$ cat src/rtl/dr_pkg.sv
// Shared types for the data-router blocks: register-array commands, bank count and
// the row-register sequencer state encoding.
package dr_pkg;

  localparam int unsigned DR_NBANK = 4;

  typedef enum logic [1:0] {
    HOLD  = 2'd0,
    LOAD  = 2'd1,
    SHIFT = 2'd2,
    CLEAR = 2'd3
  } reg_array_cmd_e;

  typedef enum logic [2:0] {
    StIdle,
    StClear,
    StLoad,
    StShift,
    StDrain,
    StDone
  } seq_state_e;

endpackage

$ cat src/rtl/reg_array_seq_if.sv
// Bundle of the sequencer's tile-control, line-buffer, register-array and PE-array signals.
// The master side is the sequencer; the slave side is its environment.
interface reg_array_seq_if
  import dr_pkg::*;
#(
  parameter int unsigned ROWW = 16
) ();

  logic            start;
  logic [ROWW-1:0] cfg_rows;
  logic [1:0]      cfg_bank0;
  logic            busy;
  logic            done;

  logic            buf_valid;
  logic            buf_rd;

  reg_array_cmd_e  reg_array_cmd;
  logic [1:0]      bank;

  logic            pe_valid;
  logic            pe_ready;
  logic [1:0]      pe_kx;
  logic [1:0]      pe_ky;
  logic            pe_last;

  modport master (
    input  start, cfg_rows, cfg_bank0, buf_valid, pe_ready,
    output busy, done, buf_rd, reg_array_cmd, bank, pe_valid, pe_kx, pe_ky, pe_last
  );

  modport slave (
    output start, cfg_rows, cfg_bank0, buf_valid, pe_ready,
    input  busy, done, buf_rd, reg_array_cmd, bank, pe_valid, pe_kx, pe_ky, pe_last
  );

endinterface

$ cat src/rtl/reg_array_seq_wrap_counter.sv
// Modulo counter with synchronous clear; wrap_o flags the increment that returns to zero.
module wrap_counter #(
  parameter int unsigned Width = 2,
  parameter int unsigned Max   = 2
) (
  input  logic             clk_i,
  input  logic             rst_i,
  input  logic             clr_i,
  input  logic             inc_i,
  output logic [Width-1:0] cnt_o,
  output logic             wrap_o
);

  logic [Width-1:0] cnt_q, cnt_d;

  always_comb begin
    cnt_d  = cnt_q;
    wrap_o = inc_i && (cnt_q == Width'(Max));
    if (clr_i) begin
      cnt_d = '0;
    end else if (wrap_o) begin
      cnt_d = '0;
    end else if (inc_i) begin
      cnt_d = cnt_q + Width'(1);
    end
  end

  always_ff @(posedge clk_i) begin
    if (rst_i) begin
      cnt_q <= '0;
    end else begin
      cnt_q <= cnt_d;
    end
  end

  assign cnt_o = cnt_q;

endmodule

$ cat src/rtl/reg_array_seq.sv
// Row-register-array sequencer: per output row, one LOAD per kernel row followed by
// KSIZE-1 SHIFTs, paced by line-buffer availability and PE-array backpressure.
module reg_array_seq
  import dr_pkg::*;
#(
  parameter int unsigned KSIZE  = 3,
  parameter int unsigned STRIDE = 1,
  parameter int unsigned NBANK  = DR_NBANK,
  parameter int unsigned ROWW   = 16
) (
  input logic                clk,
  input logic                rst,
  reg_array_seq_if.master    bus_io
);

  localparam logic [1:0] BankMask = 2'(NBANK - 1);

  seq_state_e      state_q, state_d;
  logic [ROWW-1:0] rows_q, rows_d;
  logic [ROWW-1:0] row_q, row_d;
  logic [1:0]      base_q, base_d;

  logic            pe_valid_q, pe_valid_d;
  logic [1:0]      pe_kx_q, pe_kx_d;
  logic [1:0]      pe_ky_q, pe_ky_d;
  logic            pe_last_q, pe_last_d;

  logic [1:0]      kx, ky;
  logic            kx_wrap, ky_wrap;
  logic            adv, accept, issue_load, issue_shift, issue;
  logic            last_row, tile_end;
  reg_array_cmd_e  cmd;
  logic            buf_rd;

  // A new beat may only be issued when the output stage is empty or being drained.
  assign adv         = !pe_valid_q || bus_io.pe_ready;
  assign accept      = (state_q == StIdle) && bus_io.start;
  assign issue_load  = (state_q == StLoad) && bus_io.buf_valid && adv;
  assign issue_shift = (state_q == StShift) && adv;
  assign issue       = issue_load || issue_shift;

  assign last_row = (row_q == rows_q - ROWW'(1));
  assign tile_end = kx_wrap && last_row && (ky == 2'(KSIZE - 1));

  wrap_counter #(
    .Width (2),
    .Max   (KSIZE - 1)
  ) u_kx_cnt (
    .clk_i  (clk),
    .rst_i  (rst),
    .clr_i  (accept),
    .inc_i  (issue),
    .cnt_o  (kx),
    .wrap_o (kx_wrap)
  );

  wrap_counter #(
    .Width (2),
    .Max   (KSIZE - 1)
  ) u_ky_cnt (
    .clk_i  (clk),
    .rst_i  (rst),
    .clr_i  (accept),
    .inc_i  (kx_wrap),
    .cnt_o  (ky),
    .wrap_o (ky_wrap)
  );

  // State register
  always_ff @(posedge clk) begin
    if (rst) begin
      state_q <= StIdle;
    end else begin
      state_q <= state_d;
    end
  end

  // Next-state logic
  always_comb begin
    state_d = state_q;
    unique case (state_q)
      StIdle: begin
        if (bus_io.start) begin
          state_d = (bus_io.cfg_rows == '0) ? StDone : StClear;
        end
      end
      StClear: state_d = StLoad;
      StLoad: begin
        if (issue_load) begin
          if (kx_wrap) begin
            state_d = tile_end ? StDrain : StLoad;
          end else begin
            state_d = StShift;
          end
        end
      end
      StShift: begin
        if (issue_shift && kx_wrap) begin
          state_d = tile_end ? StDrain : StLoad;
        end
      end
      StDrain: begin
        if (pe_valid_q && bus_io.pe_ready && pe_last_q) begin
          state_d = StDone;
        end
      end
      StDone:  state_d = StIdle;
      default: state_d = StIdle;
    endcase
  end

  // Output logic
  always_comb begin
    cmd    = HOLD;
    buf_rd = 1'b0;
    unique case (state_q)
      StClear: cmd = CLEAR;
      StLoad: begin
        if (issue_load) begin
          cmd    = LOAD;
          buf_rd = 1'b1;
        end
      end
      StShift: begin
        if (issue_shift) begin
          cmd = SHIFT;
        end
      end
      default: cmd = HOLD;
    endcase
  end

  // Tile configuration, row counter and bank row-base
  always_comb begin
    rows_d = rows_q;
    row_d  = row_q;
    base_d = base_q;
    if (accept) begin
      rows_d = bus_io.cfg_rows;
      row_d  = '0;
      base_d = bus_io.cfg_bank0 & BankMask;
    end else if (ky_wrap) begin
      row_d  = row_q + ROWW'(1);
      base_d = (base_q + 2'(STRIDE)) & BankMask;
    end
  end

  // Output beat register; holds its contents while the PE array stalls.
  always_comb begin
    pe_valid_d = pe_valid_q;
    pe_kx_d    = pe_kx_q;
    pe_ky_d    = pe_ky_q;
    pe_last_d  = pe_last_q;
    if (issue) begin
      pe_valid_d = 1'b1;
      pe_kx_d    = kx;
      pe_ky_d    = ky;
      pe_last_d  = tile_end;
    end else if (bus_io.pe_ready) begin
      pe_valid_d = 1'b0;
      pe_last_d  = 1'b0;
    end
  end

  always_ff @(posedge clk) begin
    if (rst) begin
      rows_q     <= '0;
      row_q      <= '0;
      base_q     <= '0;
      pe_valid_q <= 1'b0;
      pe_kx_q    <= '0;
      pe_ky_q    <= '0;
      pe_last_q  <= 1'b0;
    end else begin
      rows_q     <= rows_d;
      row_q      <= row_d;
      base_q     <= base_d;
      pe_valid_q <= pe_valid_d;
      pe_kx_q    <= pe_kx_d;
      pe_ky_q    <= pe_ky_d;
      pe_last_q  <= pe_last_d;
    end
  end

  assign bus_io.busy          = (state_q != StIdle);
  assign bus_io.done          = (state_q == StDone);
  assign bus_io.buf_rd        = buf_rd;
  assign bus_io.reg_array_cmd = cmd;
  assign bus_io.bank          = (base_q + ky) & BankMask;
  assign bus_io.pe_valid      = pe_valid_q;
  assign bus_io.pe_kx         = pe_kx_q;
  assign bus_io.pe_ky         = pe_ky_q;
  assign bus_io.pe_last       = pe_last_q;

endmodule

$ cat src/flat_wrapper.sv
// flat-port wrapper written by rule: the top's interface ports become plain ports
module reg_array_seq_flat import dr_pkg::*;
#(
  parameter int unsigned KSIZE  = 3,
  parameter int unsigned STRIDE = 1,
  parameter int unsigned NBANK  = DR_NBANK,
  parameter int unsigned ROWW   = 16
)
  (clk, rst, bus_io_start, bus_io_cfg_rows, bus_io_cfg_bank0, bus_io_buf_valid, bus_io_pe_ready, bus_io_busy, bus_io_done, bus_io_buf_rd, bus_io_reg_array_cmd, bus_io_bank, bus_io_pe_valid, bus_io_pe_kx, bus_io_pe_ky, bus_io_pe_last);
  reg_array_seq_if #(.ROWW(ROWW)) bus_io_i ();
  input logic clk;
  input logic rst;
  input wire logic [$bits(bus_io_i.start)-1:0] bus_io_start;
  input wire logic [$bits(bus_io_i.cfg_rows)-1:0] bus_io_cfg_rows;
  input wire logic [$bits(bus_io_i.cfg_bank0)-1:0] bus_io_cfg_bank0;
  input wire logic [$bits(bus_io_i.buf_valid)-1:0] bus_io_buf_valid;
  input wire logic [$bits(bus_io_i.pe_ready)-1:0] bus_io_pe_ready;
  output wire logic [$bits(bus_io_i.busy)-1:0] bus_io_busy;
  output wire logic [$bits(bus_io_i.done)-1:0] bus_io_done;
  output wire logic [$bits(bus_io_i.buf_rd)-1:0] bus_io_buf_rd;
  output wire logic [$bits(bus_io_i.reg_array_cmd)-1:0] bus_io_reg_array_cmd;
  output wire logic [$bits(bus_io_i.bank)-1:0] bus_io_bank;
  output wire logic [$bits(bus_io_i.pe_valid)-1:0] bus_io_pe_valid;
  output wire logic [$bits(bus_io_i.pe_kx)-1:0] bus_io_pe_kx;
  output wire logic [$bits(bus_io_i.pe_ky)-1:0] bus_io_pe_ky;
  output wire logic [$bits(bus_io_i.pe_last)-1:0] bus_io_pe_last;
  assign bus_io_i.start = bus_io_start;
  assign bus_io_i.cfg_rows = bus_io_cfg_rows;
  assign bus_io_i.cfg_bank0 = bus_io_cfg_bank0;
  assign bus_io_i.buf_valid = bus_io_buf_valid;
  assign bus_io_i.pe_ready = bus_io_pe_ready;
  assign bus_io_busy = bus_io_i.busy;
  assign bus_io_done = bus_io_i.done;
  assign bus_io_buf_rd = bus_io_i.buf_rd;
  assign bus_io_reg_array_cmd = bus_io_i.reg_array_cmd;
  assign bus_io_bank = bus_io_i.bank;
  assign bus_io_pe_valid = bus_io_i.pe_valid;
  assign bus_io_pe_kx = bus_io_i.pe_kx;
  assign bus_io_pe_ky = bus_io_i.pe_ky;
  assign bus_io_pe_last = bus_io_i.pe_last;
  reg_array_seq #(.KSIZE(KSIZE), .STRIDE(STRIDE), .NBANK(NBANK), .ROWW(ROWW)) u_core (.clk(clk), .rst(rst), .bus_io(bus_io_i));
endmodule
$ cat config.mk
export PLATFORM = sky130hd
export DESIGN_NAME = reg_array_seq_flat
export DESIGN_NICKNAME = d
export VERILOG_FILES = /design/src/rtl/dr_pkg.sv /design/src/rtl/reg_array_seq_if.sv /design/src/rtl/reg_array_seq_wrap_counter.sv /design/src/rtl/reg_array_seq.sv /design/src/flat_wrapper.sv
export SDC_FILE = /design/constraint.sdc
export NUM_CORES = 1
export LEC_CHECK = 0
export ABC_AREA = 1
export CORE_UTILIZATION = 40
export DETAILED_ROUTE_END_ITERATION = 8
export PLACE_DENSITY = 0.67
export SYNTH_ARGS = -nofsm -noshare
export SYNTH_HDL_FRONTEND = slang
export SYNTH_SLANG_ARGS = --single-unit
$ cat constraint.sdc
create_clock -name clk -period 1.7 [get_ports clk]
set_input_delay 0.34 -clock clk [delete_from_list [all_inputs] [get_ports clk]]
set_output_delay 0.34 -clock clk [all_outputs]
set_load 0.01 [all_outputs]
Signal metal coverage by tile:
(4 px per µm) The die is cut into 17 by 17 equal tiles; white is low, dark blue is high, scaled to the fullest tile. Values are wire area over tile area, all layers added.
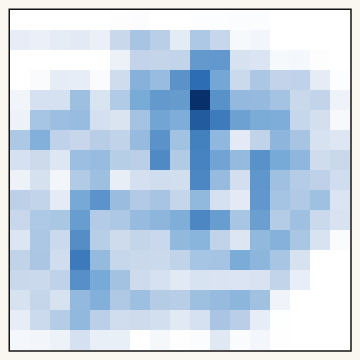
mean over tiles: 0.17
emptiest ninth of the die: top left
tiles over half the peak: 11%
densest ninth of the die: middle
nearly empty tiles: 17%

The metal 4 layer:
(6 px per µm) Supply wires on this layer in gray.
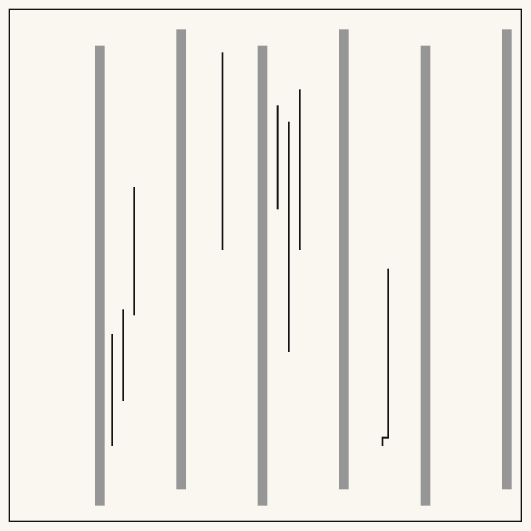
nets with wire on the layer: 8
longest straight run: 38.1 µm
sum of routed wire length over all layers: 7489 µm
Vias: 2977

Gate families picked out:
(6 px per µm)
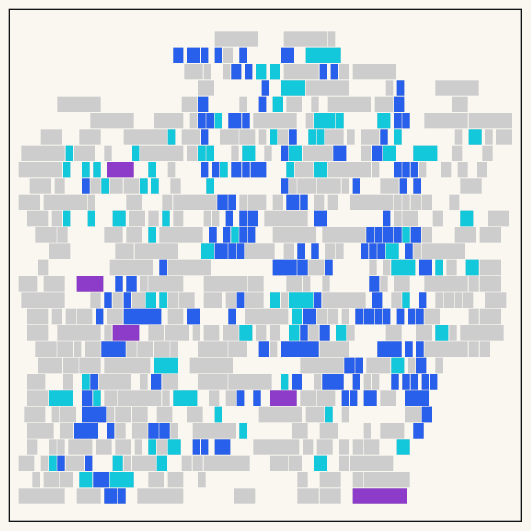
[nor cells] cyan | cells: 76 | where: widely spread
[fa/ha/maj cells] purple | cells: 5
[nand cells] blue | cells: 136

Track usage over the die:
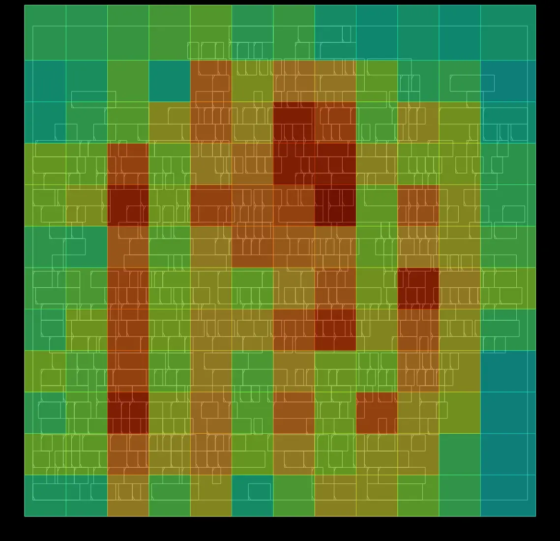
GR peak layer: met2
utilization after layout: 59.82%

==> impl_metrics.json <==
{
  "sequentialPowerShare_pct": 36.1,
  "part_of_the_cycle_the_worst_path_needs_pct": 101.4,
  "yosys.area.top_type": "sky130_fd_sc_hd__dfxtp_1",
  "yosys.cell_types.count": 32,
  "met1_usage_pct": 26.44,
  "stdcell_area_um2": 3885,
  "crit_arrival_ns": 1.38,
  "maximum_number_of_pins_on_one_net_before_global_route_repair": 24,
  "total_routing_resource_utilization_after_global_routing_pct": 21.13,
  "routed_wire_length_per_instance_um": 12.65,
  "layout.nets": 542,
  "rsz0062_at_grt": "true",
  "pwr.group.sequential_mw": 1.30,
  "worst_hold_path.num_cells": 2,
  "core-area_um2": 6495,
  "topRoutingLayerUsed": "met4",
  "cts_htree_levels": 2,
  "power_density_nw_per_um2": 929.5,
  "postSynth.asyncResetShare_pct": 0,
  "regToRegStartpoint": "u_core.state_q[0]$_SDFFE_PP0P_",
  "detailedPlacementHpwl_um": 5528,
  "total_congestion_overflow": 0,
  "chipHeight_um": 85.09,
  "grt_antenna_before_repair": 0,
  "synthesis.area_um2": 2761,
  "timing.slew.headroom_pct": 80.30,
  "yosys_warnings": 0,
  "hold-path-endpoint": "u_core.row_q[8]$_SDFFE_PP0P_",
  "firstDrtPassIters": 4,
  "static_leakage_nw": 1.761,
  "yosys-stat-area_um2": 2761,
  "vias_per_instance": 5.029,
  "clock-skew-final_ns": 0.01034,
  "r2r_cells": 13,
  "number_of_routed_nets_with_antenna_violations": 0,
  "topCombFamilyByArea": "simple AND/OR/NAND/NOR gates",
  "area_leaders": "sky130_fd_sc_hd__dfxtp_1 (34%), sky130_fd_sc_hd__nand2_1 (13%), sky130_fd_sc_hd__inv_1 (8.6%)",
  "comb_power_share_pct": 43.4,
  "ys_sh_aoi_pct": 12.55,
  "max_cap_violations": 0,
  "worst_setup_path_endpoint": "bus_io_reg_array_cmd[0]",
  "cts_made_buffers": 5,
  "io_pins": 36,
  "power_frac_clock_pct": 20.5,
  "numPlacedInstances": 577,
  "yosys-top-cells-count": "sky130_fd_sc_hd__nand2_1 (95), sky130_fd_sc_hd__inv_1 (63), sky130_fd_sc_hd__nor2_1 (53)",
  "timing.critical_path.max_delay_family": "simple AND/OR/NAND/NOR gates",
  "synth_area_per_cell_um2": 6.513,
  "switchingPower_mw": 1.333,
  "antenna_cells": 0,
  "row_count": 29,
  "clock_net_power_uw": 740,
  "crit_chain": "inv_2 > nor2_4 > nor2_1 > nand2_1 > inv_1 > or2_2 > buf_6",
  "clock-sinks": 47,
  "fp_core_util_pct": 42.52,
  "min-delay-start": "u_core.row_q[8]$_SDFFE_PP0P_",
  "crit_path_max_incr_delay_ns": 0.35,
  "most_frequent_cell_after_synthesis": "sky130_fd_sc_hd__nand2_1",
  "postLayoutSetupSlackWorst_ns": -0.02400,
  "xor_share_pct": 5.392,
  "met1_length_um": 3313,
  "failed_checks": "setup timing",
  "yosys_register_bits": 47,
  "sw_frac_of_total_pct": 36.92,
  "outcome": "finished, violations left",
  "worst_hold_margin_ns": 0.4888,
  "share_of_synthesized_cell_area_in_and_or_nand_and_nor_gates_pct": 35.25,
  "largestRegisters": "u_core.row_q: 16 flops, u_core.rows_q: 16 flops, u_core.state_q: 3 flops",
  "port_buffers": 35,
  "post_cts_sizing": 58,
  "clk_latency_ns": 0.31,
  "criticalPathCategory": "reg2out",
  "clock_tree.root_cell": "sky130_fd_sc_hd__clkbuf_8",
  "final-setup-viol-count": 2,
  "maxClockFrequency_mhz": 580.0,
  "synthAdderAreaFrac_pct": 2.266,
  "internal_power_mw": 2.278,
  "placement.cell_area_um2": 3548,
  "nature_of_the_critical_path_endpoint": "output port",
  "power.combinational.total_mw": 1.57
}
==> area by class of cell <==
type / instances / share of cell area, %
clock buffers: 7 / 2.222
clock inverters: 1 / 0.2254
inverters: 67 / 6.731
well taps: 77 / 2.480
repair buffers: 89 / 20.16
flip-flops and latches: 47 / 24.41
multi-input cells: 304 / 43.77
==> cell usage in the layout (no fill, tap or decap), types with 14 or more instances in the layout <==
cell,count
sky130_fd_sc_hd__nor2_1,38
sky130_fd_sc_hd__a21oi_1,32
sky130_fd_sc_hd__dfxtp_1,41
sky130_fd_sc_hd__o21ai_0,25
sky130_fd_sc_hd__buf_4,47
sky130_fd_sc_hd__nand2_1,86
sky130_fd_sc_hd__nor2_2,14
sky130_fd_sc_hd__inv_1,52
sky130_fd_sc_hd__clkdlybuf4s50_1,26
sky130_fd_sc_hd__nand3_1,26
